`src/rtl/icache_line_fill_pkg.sv`:
```
// ==== icache_line_fill_pkg: cache geometry, fill FSM states, address helpers ==== rev 1.0
`default_nettype none
package icache_line_fill_pkg;

    localparam int NUM_LINES      = 16;
    localparam int WORDS_PER_LINE = 8;
    localparam int ADDR_W         = 32;
    localparam int DATA_W         = 32;

    localparam int WORD_OFF_W = $clog2(WORDS_PER_LINE);
    localparam int OFF_W      = WORD_OFF_W + 2;
    localparam int IDX_W      = $clog2(NUM_LINES);
    localparam int TAG_W      = ADDR_W - IDX_W - OFF_W;

    typedef enum logic [1:0] {
        IDLE = 2'd0,
        FILL = 2'd1,
        DONE = 2'd2
    } fill_state_t;

    function automatic logic [TAG_W-1:0] get_tag(input logic [ADDR_W-1:0] addr);
        return addr[ADDR_W-1 -: TAG_W];
    endfunction

    function automatic logic [IDX_W-1:0] get_idx(input logic [ADDR_W-1:0] addr);
        return addr[OFF_W +: IDX_W];
    endfunction

    function automatic logic [WORD_OFF_W-1:0] get_word(input logic [ADDR_W-1:0] addr);
        return addr[2 +: WORD_OFF_W];
    endfunction

endpackage
`default_nettype wire

```
`src/rtl/icache_line_fill_if.sv`:
```
// ==== icache_line_fill_if: fetch-side lookup and memory refill signals ==== rev 1.0
`default_nettype none
interface icache_line_fill_if;
    import icache_line_fill_pkg::*;

    logic [ADDR_W-1:0] pc;
    logic              update;
    logic              invalidate;
    logic              hit;
    logic              miss;
    logic [DATA_W-1:0] rd_data;
    logic              fill_busy;
    logic              mem_req;
    logic [ADDR_W-1:0] mem_addr;
    logic              mem_rvalid;
    logic [DATA_W-1:0] mem_rdata;

    // slave is the cache; master is the fetch stage / memory environment
    modport slave (
        input  pc, update, invalidate, mem_rvalid, mem_rdata,
        output hit, miss, rd_data, fill_busy, mem_req, mem_addr
    );

    modport master (
        output pc, update, invalidate, mem_rvalid, mem_rdata,
        input  hit, miss, rd_data, fill_busy, mem_req, mem_addr
    );

endinterface
`default_nettype wire

```
`src/rtl/icache_data_array.sv`:
```
// ==== icache_data_array: line x word instruction storage, 1 sync write, 1 comb read ==== rev 1.0
`default_nettype none
module icache_data_array
    import icache_line_fill_pkg::*;
(
    input  wire logic                  clk,
    input  wire logic                  we,
    input  wire logic [IDX_W-1:0]      wr_line,
    input  wire logic [WORD_OFF_W-1:0] wr_word,
    input  wire logic [DATA_W-1:0]     wr_data,
    input  wire logic [IDX_W-1:0]      rd_line,
    input  wire logic [WORD_OFF_W-1:0] rd_word,
    output logic      [DATA_W-1:0]     rd_data
);

    logic [DATA_W-1:0] mem [NUM_LINES][WORDS_PER_LINE];

    always_ff @(posedge clk) begin
        if (we) begin
            mem[wr_line][wr_word] <= wr_data;
        end
    end

    assign rd_data = mem[rd_line][rd_word];

endmodule
`default_nettype wire

```
`src/rtl/icache_line_fill.sv`:
```
// ==== icache_line_fill: direct-mapped I-cache tags/valids plus word-by-word line refill ==== rev 1.0
`default_nettype none
module icache_line_fill
    import icache_line_fill_pkg::*;
(
    input  wire logic       clk,
    input  wire logic       rst_n,
    icache_line_fill_if.slave bus
);

    localparam logic [WORD_OFF_W-1:0] CNT_MAX = WORD_OFF_W'(WORDS_PER_LINE - 1);

    fill_state_t state;
    fill_state_t state_nxt;

    logic [WORD_OFF_W-1:0] cnt;
    logic [TAG_W-1:0]      base_tag;
    logic [IDX_W-1:0]      base_idx;
    logic [NUM_LINES-1:0]  valid;
    logic [TAG_W-1:0]      tag_ram [NUM_LINES];

    logic [TAG_W-1:0]      pc_tag;
    logic [IDX_W-1:0]      pc_idx;
    logic [WORD_OFF_W-1:0] pc_word;
    logic                  busy;
    logic                  line_match;
    logic                  miss_w;
    logic                  start;
    logic                  word_we;
    logic                  fill_last;
    logic                  commit;
    logic                  mem_req_w;

    assign pc_tag  = get_tag(bus.pc);
    assign pc_idx  = get_idx(bus.pc);
    assign pc_word = get_word(bus.pc);

    assign busy       = (state != IDLE);
    assign line_match = valid[pc_idx] && (tag_ram[pc_idx] == pc_tag);
    assign miss_w     = !line_match && !busy;

    // invalidate on the final beat wins: the line is neither tagged nor validated
    assign commit = fill_last && !bus.invalidate;

    always_comb begin
        state_nxt = state;
        start     = 1'b0;
        word_we   = 1'b0;
        fill_last = 1'b0;
        mem_req_w = 1'b0;
        case (state)
            IDLE: begin
                if (bus.update && miss_w) begin
                    start     = 1'b1;
                    state_nxt = FILL;
                end
            end
            FILL: begin
                mem_req_w = 1'b1;
                word_we   = bus.mem_rvalid;
                fill_last = bus.mem_rvalid && (cnt == CNT_MAX);
                if (bus.invalidate) begin
                    state_nxt = IDLE;
                end else if (fill_last) begin
                    state_nxt = DONE;
                end
            end
            DONE: begin
                state_nxt = IDLE;
            end
            default: begin
                state_nxt = IDLE;
            end
        endcase
    end

    always_ff @(posedge clk or negedge rst_n) begin
        if (!rst_n) begin
            state    <= IDLE;
            cnt      <= '0;
            base_tag <= '0;
            base_idx <= '0;
            valid    <= '0;
        end else begin
            state <= state_nxt;
            if (start) begin
                cnt      <= '0;
                base_tag <= pc_tag;
                base_idx <= pc_idx;
            end else if (word_we) begin
                cnt <= cnt + 1'b1;
            end
            if (bus.invalidate) begin
                valid <= '0;
            end else if (commit) begin
                valid[base_idx] <= 1'b1;
            end
        end
    end

    always_ff @(posedge clk) begin
        if (commit) begin
            tag_ram[base_idx] <= base_tag;
        end
    end

    icache_data_array u_data (
        .clk     (clk),
        .we      (word_we),
        .wr_line (base_idx),
        .wr_word (cnt),
        .wr_data (bus.mem_rdata),
        .rd_line (pc_idx),
        .rd_word (pc_word),
        .rd_data (bus.rd_data)
    );

    assign bus.hit       = line_match && !busy;
    assign bus.miss      = miss_w;
    assign bus.fill_busy = busy;
    assign bus.mem_req   = mem_req_w;
    assign bus.mem_addr  = (state == FILL) ? {base_tag, base_idx, cnt, 2'b00} : '0;

endmodule
`default_nettype wire

```
`src/flat_wrapper.sv`:
```
// flat-port wrapper written by rule: the top's interface ports become plain ports
module icache_line_fill_flat import icache_line_fill_pkg::*;
  (clk, rst_n, bus_pc, bus_update, bus_invalidate, bus_mem_rvalid, bus_mem_rdata, bus_hit, bus_miss, bus_rd_data, bus_fill_busy, bus_mem_req, bus_mem_addr);
  icache_line_fill_if bus_i ();
  input  wire logic clk;
  input  wire logic rst_n;
  input wire logic [$bits(bus_i.pc)-1:0] bus_pc;
  input wire logic [$bits(bus_i.update)-1:0] bus_update;
  input wire logic [$bits(bus_i.invalidate)-1:0] bus_invalidate;
  input wire logic [$bits(bus_i.mem_rvalid)-1:0] bus_mem_rvalid;
  input wire logic [$bits(bus_i.mem_rdata)-1:0] bus_mem_rdata;
  output wire logic [$bits(bus_i.hit)-1:0] bus_hit;
  output wire logic [$bits(bus_i.miss)-1:0] bus_miss;
  output wire logic [$bits(bus_i.rd_data)-1:0] bus_rd_data;
  output wire logic [$bits(bus_i.fill_busy)-1:0] bus_fill_busy;
  output wire logic [$bits(bus_i.mem_req)-1:0] bus_mem_req;
  output wire logic [$bits(bus_i.mem_addr)-1:0] bus_mem_addr;
  assign bus_i.pc = bus_pc;
  assign bus_i.update = bus_update;
  assign bus_i.invalidate = bus_invalidate;
  assign bus_i.mem_rvalid = bus_mem_rvalid;
  assign bus_i.mem_rdata = bus_mem_rdata;
  assign bus_hit = bus_i.hit;
  assign bus_miss = bus_i.miss;
  assign bus_rd_data = bus_i.rd_data;
  assign bus_fill_busy = bus_i.fill_busy;
  assign bus_mem_req = bus_i.mem_req;
  assign bus_mem_addr = bus_i.mem_addr;
  icache_line_fill u_core (.clk(clk), .rst_n(rst_n), .bus(bus_i));
endmodule
```
`config.mk`:
```
export PLATFORM = sky130hd
export DESIGN_NAME = icache_line_fill_flat
export DESIGN_NICKNAME = d
export VERILOG_FILES = /design/src/rtl/icache_line_fill_pkg.sv /design/src/rtl/icache_line_fill_if.sv /design/src/rtl/icache_data_array.sv /design/src/rtl/icache_line_fill.sv /design/src/flat_wrapper.sv
export SDC_FILE = /design/constraint.sdc
export NUM_CORES = 2
export LEC_CHECK = 0
export ABC_AREA = 1
export CORE_AREA = 2 2 762 764
export DETAILED_ROUTE_END_ITERATION = 12
export DIE_AREA = 0 0 764 766
export MAX_ROUTING_LAYER = met4
export PLACE_DENSITY = 0.47
export SLEW_MARGIN = 20
export SYNTH_ARGS = -nofsm -noshare
export SYNTH_HDL_FRONTEND = slang
export SYNTH_MEMORY_MAX_BITS = 65536
export SYNTH_SLANG_ARGS = --single-unit
export TNS_END_PERCENT = 50
```
`constraint.sdc`:
```
create_clock -name clk -period 9.5 [get_ports clk]
set_clock_uncertainty 0.15 [all_clocks]
set_input_delay 0.95 -clock clk [delete_from_list [all_inputs] [get_ports clk]]
set_output_delay 0.95 -clock clk [all_outputs]
set_load 0.02 [all_outputs]
```
==> impl_metrics.env <==
# source this file to load flow results
export IMPL_ys_ff=4512
export IMPL_ir_worst_vdd_uv=188
export IMPL_seqPwrFrac_pct=51.1
export IMPL_worstPathCellList="buf_16 > clkinv_16 > buf_12 > buf_12 > o21ai_0 > o22ai_1 > nand2_1 > nand3_1 > nand3_1 > a21oi_1 > nor3_1 > nor2_1 > clkdlybuf4s50_1"
export IMPL_clock_fmax_ghz=0.138
export IMPL_comb_cells=8329
export IMPL_place_ws_ns=2.52
export IMPL_post_cts_resized=0
export IMPL_finalWorstPathRequiredPeriod_ns=7.22
export IMPL_cts_hold_buffers=1
export IMPL_end_kind="output pin"
export IMPL_worst_path_stages=13
export IMPL_die_x_um=764
export IMPL_wl_met2_um=270000
export IMPL_cts_buffers=462
export IMPL_crit_type="in -> out"
export IMPL_regToRegStartpoint="u_core.state[1]$_DFFE_PN0P_"
export IMPL_avgViaCountPerCell=5.19
export IMPL_final_cell_mix="edfxtp_1, nor2_1, o21ai_0"
export IMPL_grt_pass1_vias=107787
export IMPL_dieArea_sq_mm=0.585
export IMPL_power_per_cell_area_mw_per_mm2=212
export IMPL_status="completed"
export IMPL_min_path_type="in -> reg"
export IMPL_non_clock_inverter_count=161
export IMPL_p_clk_share_pct=41.9
export IMPL_slowest_delay_ns=0.86
export IMPL_pg_comb_mw=3.05
export IMPL_p_switching_mw=10.5
export IMPL_overflow=0
export IMPL_finalPower_mw=43.5
export IMPL_diodes=25
export IMPL_switching_share_pct=24.1
export IMPL_largest_class="flip-flops and latches"
export IMPL_placed_area_sq_mm=0.190
export IMPL_final_cells=22126
export IMPL_dp_final_hpwl_um=306000
export IMPL_antenna_left=0
export IMPL_grt_pass1_wl_um=828000
export IMPL_grt_setup_unrepaired="no"
export IMPL_gp_congestion=0.819
export IMPL_drv_cap=0
export IMPL_met3_length_um=37200
export IMPL_ys_sh_adder_pct=0.0140
export IMPL_slowest_stage="nor2_1"
export IMPL_pg_clk_mw=18.2
export IMPL_nonClkBufAreaFrac_pct=2.41
export IMPL_portBuffers=132
export IMPL_p_int_mw=33.0
export IMPL_ys_cells=14010
export IMPL_htreeDepth=5
export IMPL_antenna_found_initial=30
export IMPL_area_share_combinational_pct=19.2
export IMPL_reg2reg_slack_ns=5.80
export IMPL_min_path_cells=1
export IMPL_nWellTaps=7727
export IMPL_ff_count=4512
export IMPL_combPwrFrac_pct=7.0
export IMPL_aoi_share_pct=10.1
export IMPL_ys_sh_mux_pct=0
export IMPL_drcViolationCount=0
export IMPL_critPathMaxFanout=193
export IMPL_synthXorXnorAreaFrac_pct=0.00491
export IMPL_cp_num_buf_inv=5
export IMPL_regMostFlops="u_core.u_data.mem"
export IMPL_hold_start="bus_mem_rdata[16]"
export IMPL_critPathArrivalTime_ns=6.12
export IMPL_tightest_slew_ns=1.23
export IMPL_clkLatencyLatePin_ns=1.07
export IMPL_fin_crit_sh_pct=76.0
export IMPL_initCoreUtil_pct=30.9
export IMPL_cts_sinks=4512
export IMPL_nonClockBufferCount=507
export IMPL_n_fill_cell=56204
export IMPL_crit_required_ns=8.40
export IMPL_grt_max_degree=198
export IMPL_reg_top3="u_core.u_data.mem (4096), u_core.tag_ram (368), u_core.base_tag (23)"
export IMPL_clockNetworkAreaShare_pct=7.33
export IMPL_holdPathEnd="u_core.u_data.mem[15][112]$_DFFE_PP_"
export IMPL_clk_pin_slew_worst_paths_ns=0.06
export IMPL_leakage_nw=65.5
export IMPL_lay_top_count="edfxtp_1"
export IMPL_fin_nets=14044
## synth_stat cells
master	number	area share, %
xor2_1	1	0.0049
buf_1	69	0.15
conb_1	1	0.0021
o211ai_1	5	0.021
nand3b_1	8	0.034
o21ai_1	72	0.20
or2_2	3	0.011
nor3_1	65	0.18
ha_1	2	0.014
o21ai_0	2048	5.7
clkbuf_1	682	1.4
buf_2	210	0.59
inv_1	155	0.33
nor2_1	2342	4.9
clkinv_1	1	0.0021
inv_2	4	0.0084
nand2_1	1574	3.3
buf_6	11	0.069
a21oi_1	136	0.38
o22ai_1	1054	3.7
buf_4	37	0.16
inv_6	1	0.0049
edfxtp_1	4464	75
nand3_1	990	2.8
dfrtp_1	48	0.67
nand4_1	27	0.095
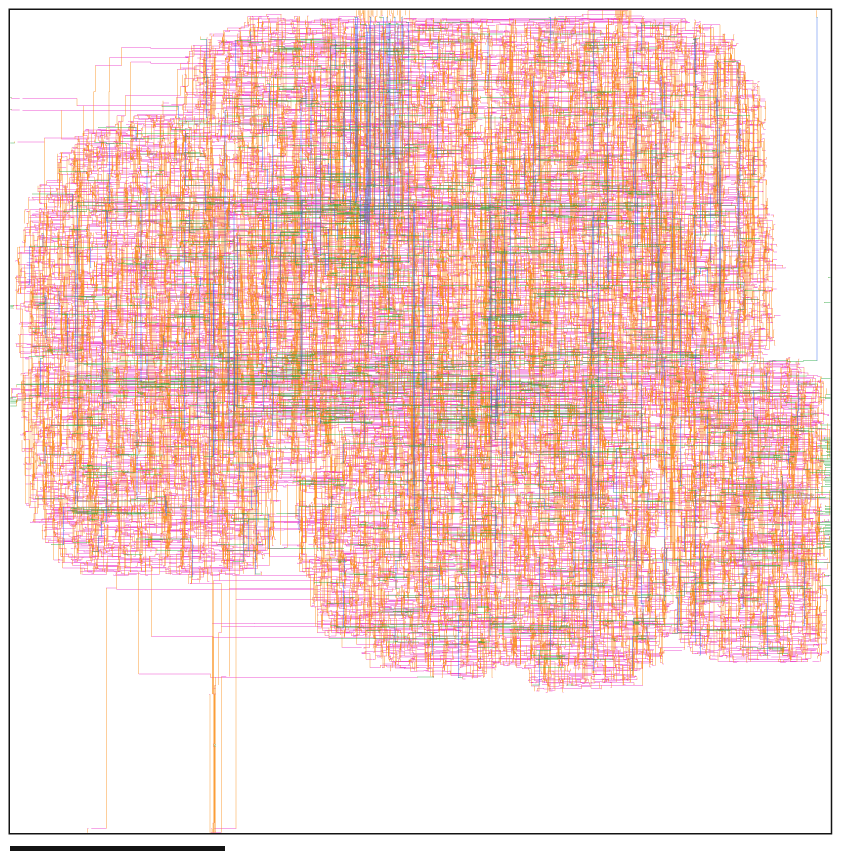
Fig. 1. Wiring by layer.
Bar = 200 um.
| color | layer | wire length |
|---|---|---|
| orange | M2 | 270 mm |
| green | M3 | 37.2 mm |
| blue | M4 | 20.1 mm |
| magenta | M1 | 262 mm |
DRT Wirelength: 589000 um
Tot GR Track Use: 20.0%
vias: 115k

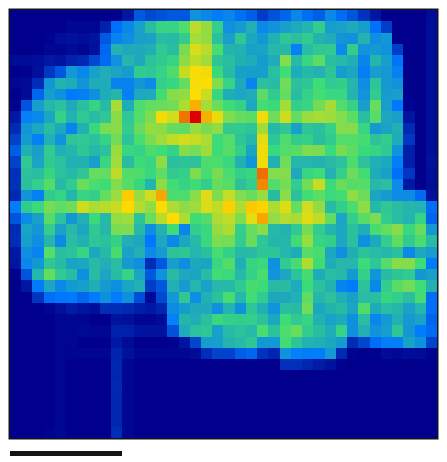
Fig. 2. Wire density map.
Bar = 200 um. The die is cut into 38 by 38 equal tiles; dark blue is low, red is high, scaled to the fullest tile. Values are wire area over tile area, all layers added.
emptiest ninth of the die: bottom left
nearly empty tiles: 26%
mean over tiles: 0.16
fullest tile: 0.54
drt wl/cell: 26.6 um

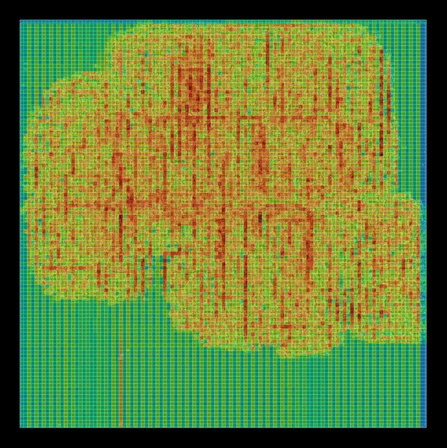
Fig. 3. Track usage over the die.
GRT met2 Usage: 30.7%
met1 Use GR: 27.6%
layer with the highest usage: met2
routing usage on met3: 2.63%
Layout Utilization: 35.6%

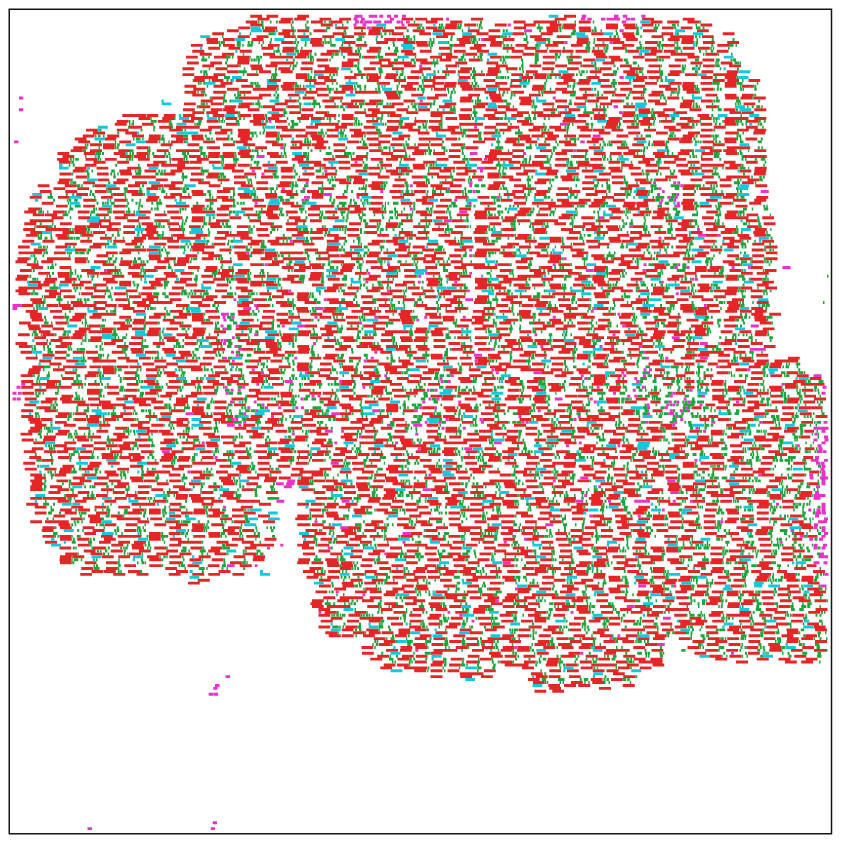
Fig. 4. Placement by cell class.
| color | class | cells |
|---|---|---|
| cyan | clock drivers and dummy loads | 865 |
| red | sequential cells | 4512 |
| magenta | remaining buffers and delay cells | 507 |
| green | remaining logic cells | 8490 |
Site Rows: 279
Final Instance Area: 0.205 sq mm
fraction of area in registers: 66.0%
core region area: 0.576 sq mm

